==> config.mk <==
export PLATFORM = sky130hd
export DESIGN_NAME = rgb_fade_in
export DESIGN_NICKNAME = d
export VERILOG_FILES = /design/src/rtl/rgb_fade_in.sv
export SDC_FILE = /design/constraint.sdc
export NUM_CORES = 1
export LEC_CHECK = 0
export CORE_ASPECT_RATIO = 1.1
export CORE_MARGIN = 2
export CORE_UTILIZATION = 48
export CTS_BUF_LIST = sky130_fd_sc_hd__clkbuf_8
export DETAILED_ROUTE_END_ITERATION = 6
export HOLD_SLACK_MARGIN = 0.03
export PLACE_DENSITY = 0.92
export SETUP_SLACK_MARGIN = 0.1
export SYNTH_ARGS = -nofsm -noshare
export SYNTH_HDL_FRONTEND = slang
export SYNTH_SLANG_ARGS = --single-unit
==> constraint.sdc <==
create_clock -name clk -period 1.6 [get_ports clk]
set_input_delay 0.4 -clock clk [delete_from_list [all_inputs] [get_ports clk]]
set_output_delay 0.4 -clock clk [all_outputs]
set_load 0.01 [all_outputs]
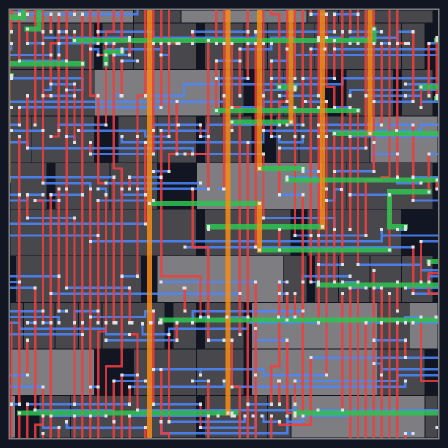
(run_1/detail.png)
Region (19, 22) to (44, 47) um. Cells in gray, sequential cells in the stronger gray; small squares are vias.
Key: metal 4 = orange; metal 3 = green; metal 1 = blue; metal 2 = red
Most frequent: nor2_1 (9), dfxtp_1 (7), buf_4 (6). Sequential cells in the window: 8. 59 logic cells have their middle in the window.

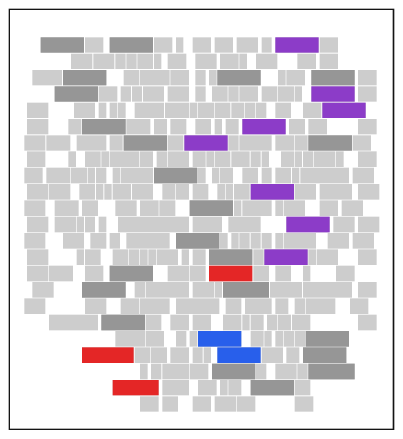
(run_1/flops_by_reg.png)
Scale: 6 px per um. Other sequential cells in the stronger gray, the rest of the logic in the fainter gray.
Key: `shift_level` = red [flops 3]; `state` = blue [flops 2]; `b_out` = purple [flops 8]
Another 22 sequential cells are not colored.
Final Util: 75.77%
seq pwr: 0.000942 W
Flop area: 708.2 um^2

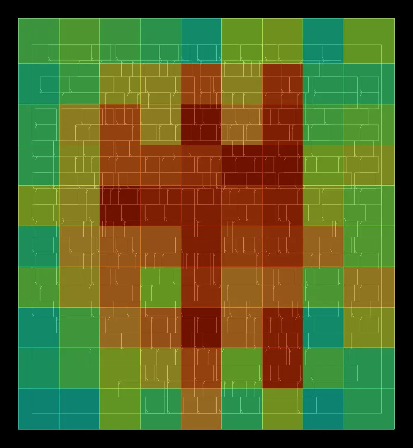
(run_1/congestion.png)
busiest layer in global routing: met2
met3 usage: 4.221%

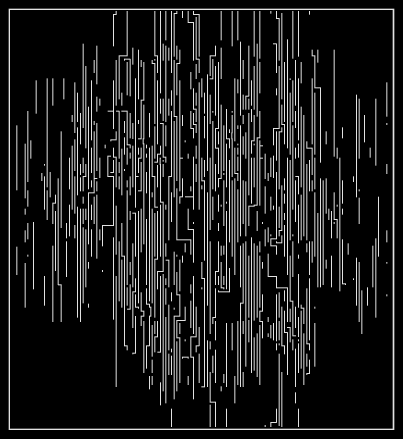
(run_1/layer_met2.png)
Scale: 6 px per um.
The layer holds 50% of the routed length. The layer carries 3180 um of wire. 291 nets have wire on it. The longest straight run is 25.5 um.
DRT Wirelength: 6.299 mm
met2 usage: 46.76%
via count: 2091

==> flow_summary_export.csv, run 1 <==
group,metric,value,unit
final_timing,hold-worst-slack,467.9,ps
yosys,ys_sh_simple,18.17,%
final_timing,max_slew_margin,66.34,%
yosys,syn-instance-count,212,
route,drt_pass1_iterations,6,
yosys,synth-edff-count,0,
grt,grt_pass1_vias,2057,
final_timing,worstMarginPinSlew,504.4,ps
clock_network,clkTransAtPathRegs,70,ps
yosys,netlist_top_cells_count,"dfxtp_1 (35), nor2_1 (23), nand2_1 (21)",
yosys,xor_share,0.9284,%
finish,flop-count,35,
hold_path,worstHoldPathType,"reg2reg",
placed_design,gp_congestion,0.8337,
route,drc,0,
placed_design,numPortBuffers,58,
route,wl_met2,3.175,mm
setup_path,reg2reg_slack,130,ps
final_timing,period_needed,1485,ps
finish,largestClassByArea,"multi-input combinational cells",
power,power.total,0.002054,W
finish,inverters,4,
setup_path,max_stage_delay,460,ps
setup_path,cp.arrival,1660,ps
placed_design,dp_slack,-261.8,ps
job,tool_warnings,28,
setup_path,critPathTopFamily,"buffers and inverters",
clock_network,cts_setup_buffers,0,
grt,track_usage,28.24,%
clock_network,post_cts_resized,35,
finish,final-clk-cell-share,3.559,%
finish,final_area,2813,um^2
setup_path,cp-start-kind,"input pin",
final_timing,setup_slack,115.1,ps
clock_network,h-tree-depth,2,
floorplan,fp.dieW,63.78,um
yosys,top_area_cell,"dfxtp_1",
clock_network,cts_tree,"built",
yosys,ys_sh_aoi,19.56,%
route,m1WireLength,2.424,mm
floorplan,fp_util,50.83,%
power,power_leader,"sequential cells",
power,p_switching,0.0005481,W
finish,num-nonclk-buffers,86,
power,ir_worst_vdd,416.1,uV
yosys,synth_top_cell_by_count,"dfxtp_1",
clock_network,cts_buffer_depth,2,
power,powerClk,0.000720,W
grt,grt.overflow.total,0,
final_timing,setup_tns,0,ps
power,swShare,26.68,%
floorplan,die-area,4449,um^2
yosys,synth.avg_cell_area,8.900,um^2
floorplan,ios,59,
final_timing,grt_setup_unrepaired,"yes",
run_status,status,"finished, final reports clean",
route,wl_met3,497,um
placed_design,hpwl,4.398,mm
finish,comb_cells,156,
setup_path,reg2reg_depth,4,
yosys,synthFlopType,"dfxtp_1",
setup_path,worstPathBufferInverterCount,1,
finish,mostFrequentLayoutCells,"dfxtp_1 (31), dlygate4sd2_1 (31), clkdlybuf4s50_1 (27)",
final_timing,slew_violations,0,
finish,final-nonclk-buf-share,28.96,%
grt,met1_usage,34.89,%
yosys,mux_share,15.72,%
route,ant_nets,0,
setup_path,path_depth,5,
setup_path,critical_path.max_fanout,3,
yosys,ys_seq_share,37.14,%
floorplan,n_tap_cell,50,
clock_network,hold_buffers,0,
placed_design,place_area,2668,um^2
grt,antenna_found_initial,0,
hold_path,whs_path_depth,2,
yosys,yosysWarnings,0,
finish,diodes,0,
job,max_cap_violations,0,
yosys,synth_cell_types,37,
setup_path,critPathRequiredTime,1780,ps
yosys,ys_cells,212,
power,p_leak,1.211,nW
clock_network,ctsRootBufferMaster,"clkbuf_8",
finish,clkbuf_count,7,
finish,instances_no_fill,339,
final_timing,setup_viol,0,
clock_network,clk_latency,290,ps
setup_path,cp-end-kind,"register",
finish,layout-drive-gt1-share,20.76,%
grt,grt_pass1_wl,9.908,mm
clock_network,cts_buffers,5,
yosys,top_cells_by_area,"dfxtp_1 (37%), mux2i_1 (6.9%), nor2_1 (4.6%)",
setup_path,crit_chain,"clkdlybuf4s50_1, mux2_4, and2_1, a221oi_2, a21oi_1",
finish,fin_nets,321,
route,vias_per_cell,6.168,
floorplan,die_h,69.76,um
final_timing,fin_crit_sh,92.81,%
yosys,ys_ff,35,
grt,grt_max_degree,26,
power,p_comb,0.000393,W
final_timing,final-hold-violation-count,0,
final_timing,max_freq,673.4,MHz
==> run 2, diff against run 1 <==
--- a/config.mk
+++ b/config.mk
@@ -5,10 +5,11 @@
 export SDC_FILE = /design/constraint.sdc
 export NUM_CORES = 1
 export LEC_CHECK = 0
-export CORE_ASPECT_RATIO = 1.1
+export CORE_ASPECT_RATIO = 0.6
 export CORE_MARGIN = 2
 export CORE_UTILIZATION = 48
 export CTS_BUF_LIST = sky130_fd_sc_hd__clkbuf_8
+export CTS_CLUSTER_SIZE = 28
 export DETAILED_ROUTE_END_ITERATION = 6
 export HOLD_SLACK_MARGIN = 0.03
 export PLACE_DENSITY = 0.92
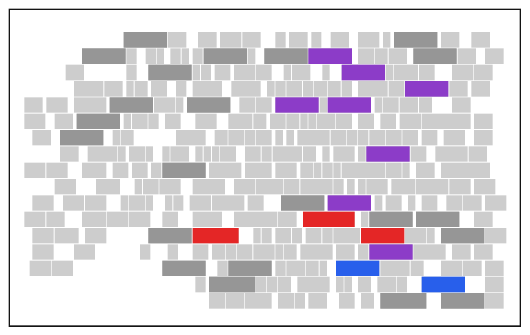
(run_2/flops_by_reg.png)
Scale: 6 px per um. Other sequential cells in the stronger gray, the rest of the logic in the fainter gray.
seq pwr: 0.000943 W
Final Util: 75.80%
flop share of the area: 25.10%

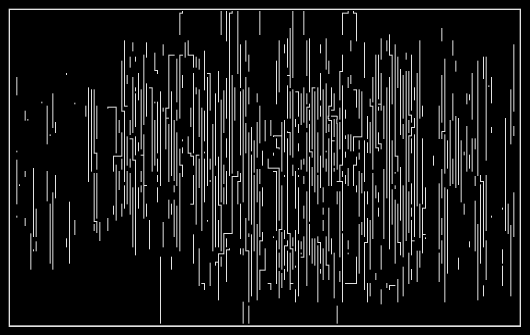
(run_2/layer_met2.png)
Scale: 6 px per um.
via count: 2027
DRT Wirelength: 6.234 mm
met2 usage: 43.49%

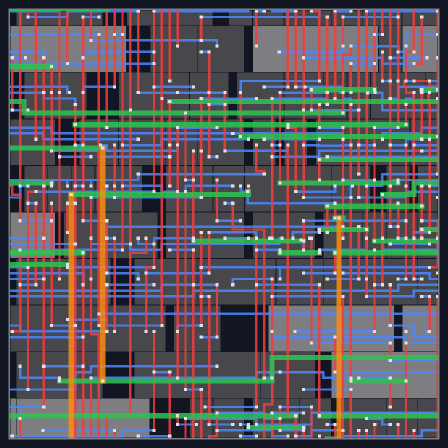
(run_2/detail.png)
Region (30, 14) to (55, 39) um. Cells in gray, sequential cells in the stronger gray; small squares are vias.
Key: metal 4 = orange; metal 2 = red; metal 1 = blue; metal 3 = green
Sequential cells in the window: 5. Most frequent: buf_4 (9), nor2_1 (8), a221oi_2 (5). 59 logic cells have their middle in the window.

==> flow_summary_export.csv, run 2 <==
group,metric,value,unit
power,p_leak,1.219,nW
floorplan,ios,59,
grt,grt_pass1_wl,9.446,mm
yosys,synth_cell_types,37,
yosys,synthesis.nets,245,
power,swShare,28.52,%
finish,inverters,4,
setup_path,critPathTopFamily,"multiplexers",
route,vias_per_cell,5.944,
placed_design,hpwl,4.419,mm
route,wl_met2,2.698,mm
clock_network,clk_latency,300,ps
clock_network,cts_tree,"built",
final_timing,fin_crit_sh,98.30,%
route,m1WireLength,2.833,mm
finish,comb_share,40.09,%
setup_path,cp.arrival,1740,ps
yosys,ys_ff,35,
finish,seq_area,708.2,um^2
finish,mostFrequentLayoutCell,"dlygate4sd2_1",
finish,instances_no_fill,341,
clock_network,post_cts_resized,40,
setup_path,critical_path.max_fanout,4,
power,cellPowerDensity,703.3,nW/um^2
yosys,top_cell_area_share,37.14,%
floorplan,die-area,4465,um^2
power,power.total,0.001984,W
setup_path,crit_path_top_delay_cell,"mux4_2",
route,wl_per_cell,18.28,um
power,ir_worst_vdd,534.8,uV
job,max_cap_violations,0,
clock_network,clkTransAtPathRegs,80,ps
floorplan,fp_util,50.69,%
final_timing,setup_tns,0,ps
yosys,ys_sh_simple,18.17,%
yosys,yosysWarnings,0,
finish,mi_logic_area,1131,um^2
power,power_leader,"sequential cells",
yosys,synthFlopType,"dfxtp_1",
yosys,syn-instance-count,212,
finish,layout-drive-gt1-share,24.83,%
final_timing,worstMarginPinSlew,520.0,ps
grt,antenna_found_initial,0,
grt,grt.overflow.total,0,
setup_path,max_stage_delay,500,ps
setup_path,cp-end-kind,"register",
route,drt_pass1_iterations,5,
grt,grt_max_degree,25,
yosys,logic_family,"AND-OR/OR-AND gates",
yosys,synth-edff-count,0,
job,tool_warnings,29,
finish,num-nonclk-buffers,91,
setup_path,crit_type,"reg2reg",
finish,clkbuf_count,5,
power,p_int,0.001419,W
floorplan,n_tap_cell,47,
clock_network,ctsRootBufferMaster,"clkbuf_8",
grt,busiest_layer,"met2",
clock_network,hold_buffers,0,
route,ant_nets,0,
setup_path,path_depth,4,
final_timing,setup_viol,0,
hold_path,worstHoldPathType,"reg2reg",
yosys,synth_top_cell_by_count,"dfxtp_1",
yosys,top_area_cell,"dfxtp_1",
placed_design,place_area,2651,um^2
clock_network,clock-sinks,35,
placed_design,dp.cells,326,
run_status,status,"finished, final reports clean",
finish,flop-count,35,
setup_path,worstPathBufferInverterCount,1,
floorplan,core,3722,um^2
setup_path,cp-start-kind,"register",
yosys,netlist_top_cells_count,"dfxtp_1 (35), nor2_1 (23), nand2_1 (21)",
route,drtIter0Drc,308,
floorplan,fp.dieW,84.94,um
final_timing,hold-worst-slack,453.8,ps
power,seq_power_share,47.5,%
yosys,top_cells_by_area,"dfxtp_1 (37%), mux2i_1 (6.9%), nor2_1 (4.6%)",
yosys,ys_seq_share,37.14,%
setup_path,reg2reg_depth,4,
placed_design,gp_congestion,0.9462,
finish,diodes,0,
yosys,ys_area,1887,um^2
clock_network,h-tree-depth,2,
final_timing,final-hold-violation-count,0,
final_timing,period_needed,1573,ps
grt,track_usage,27.63,%
power,p_switching,0.0005659,W
final_timing,setup_slack,27.15,ps
finish,mostFrequentLayoutCells,"dlygate4sd2_1 (34), dfxtp_1 (31), buf_4 (30)",
final_timing,grt_setup_unrepaired,"yes",
final_timing,max_freq,635.8,MHz
floorplan,die_h,52.57,um
clock_network,cts_buffer_depth,2,
power,p_comb,0.000393,W
finish,area_delta_synth_final,49.54,%
setup_path,critPathRequiredTime,1770,ps
hold_path,whs_path_depth,2,
clock_network,cts_buffers,5,
route,wl_met3,634,um
yosys,ys_sh_aoi,19.56,%
route,drc,0,
floorplan,rows,17,
yosys,mux_share,15.72,%
clock_network,cts_setup_buffers,4,
finish,largestClassByArea,"multi-input combinational cells",
yosys,synth.avg_cell_area,8.900,um^2
finish,fin_nets,326,
grt,met1_usage,37.43,%
setup_path,reg2reg_slack,30,ps
finish,num-fill-cells,271,
grt,use_met3,7.717,%
power,clkPwrFrac,32.7,%
finish,final-clk-cell-share,3.149,%
final_timing,slew_violations,0,
setup_path,crit_chain,"buf_6, mux4_2, a222oi_1, nor2_1",
placed_design,dp_slack,-305.4,ps
finish,final-nonclk-buf-share,28.78,%
yosys,ys_cells,212,
finish,final_area,2821,um^2
yosys,synthArstFlopShare,0,%
final_timing,max_slew_margin,65.21,%
yosys,xor_share,0.9284,%
placed_design,numPortBuffers,58,
finish,comb_cells,156,
power,powerClk,0.000649,W
grt,grt_pass1_vias,1895,
No activity file was given, so power comes from the tool's default toggle rates.
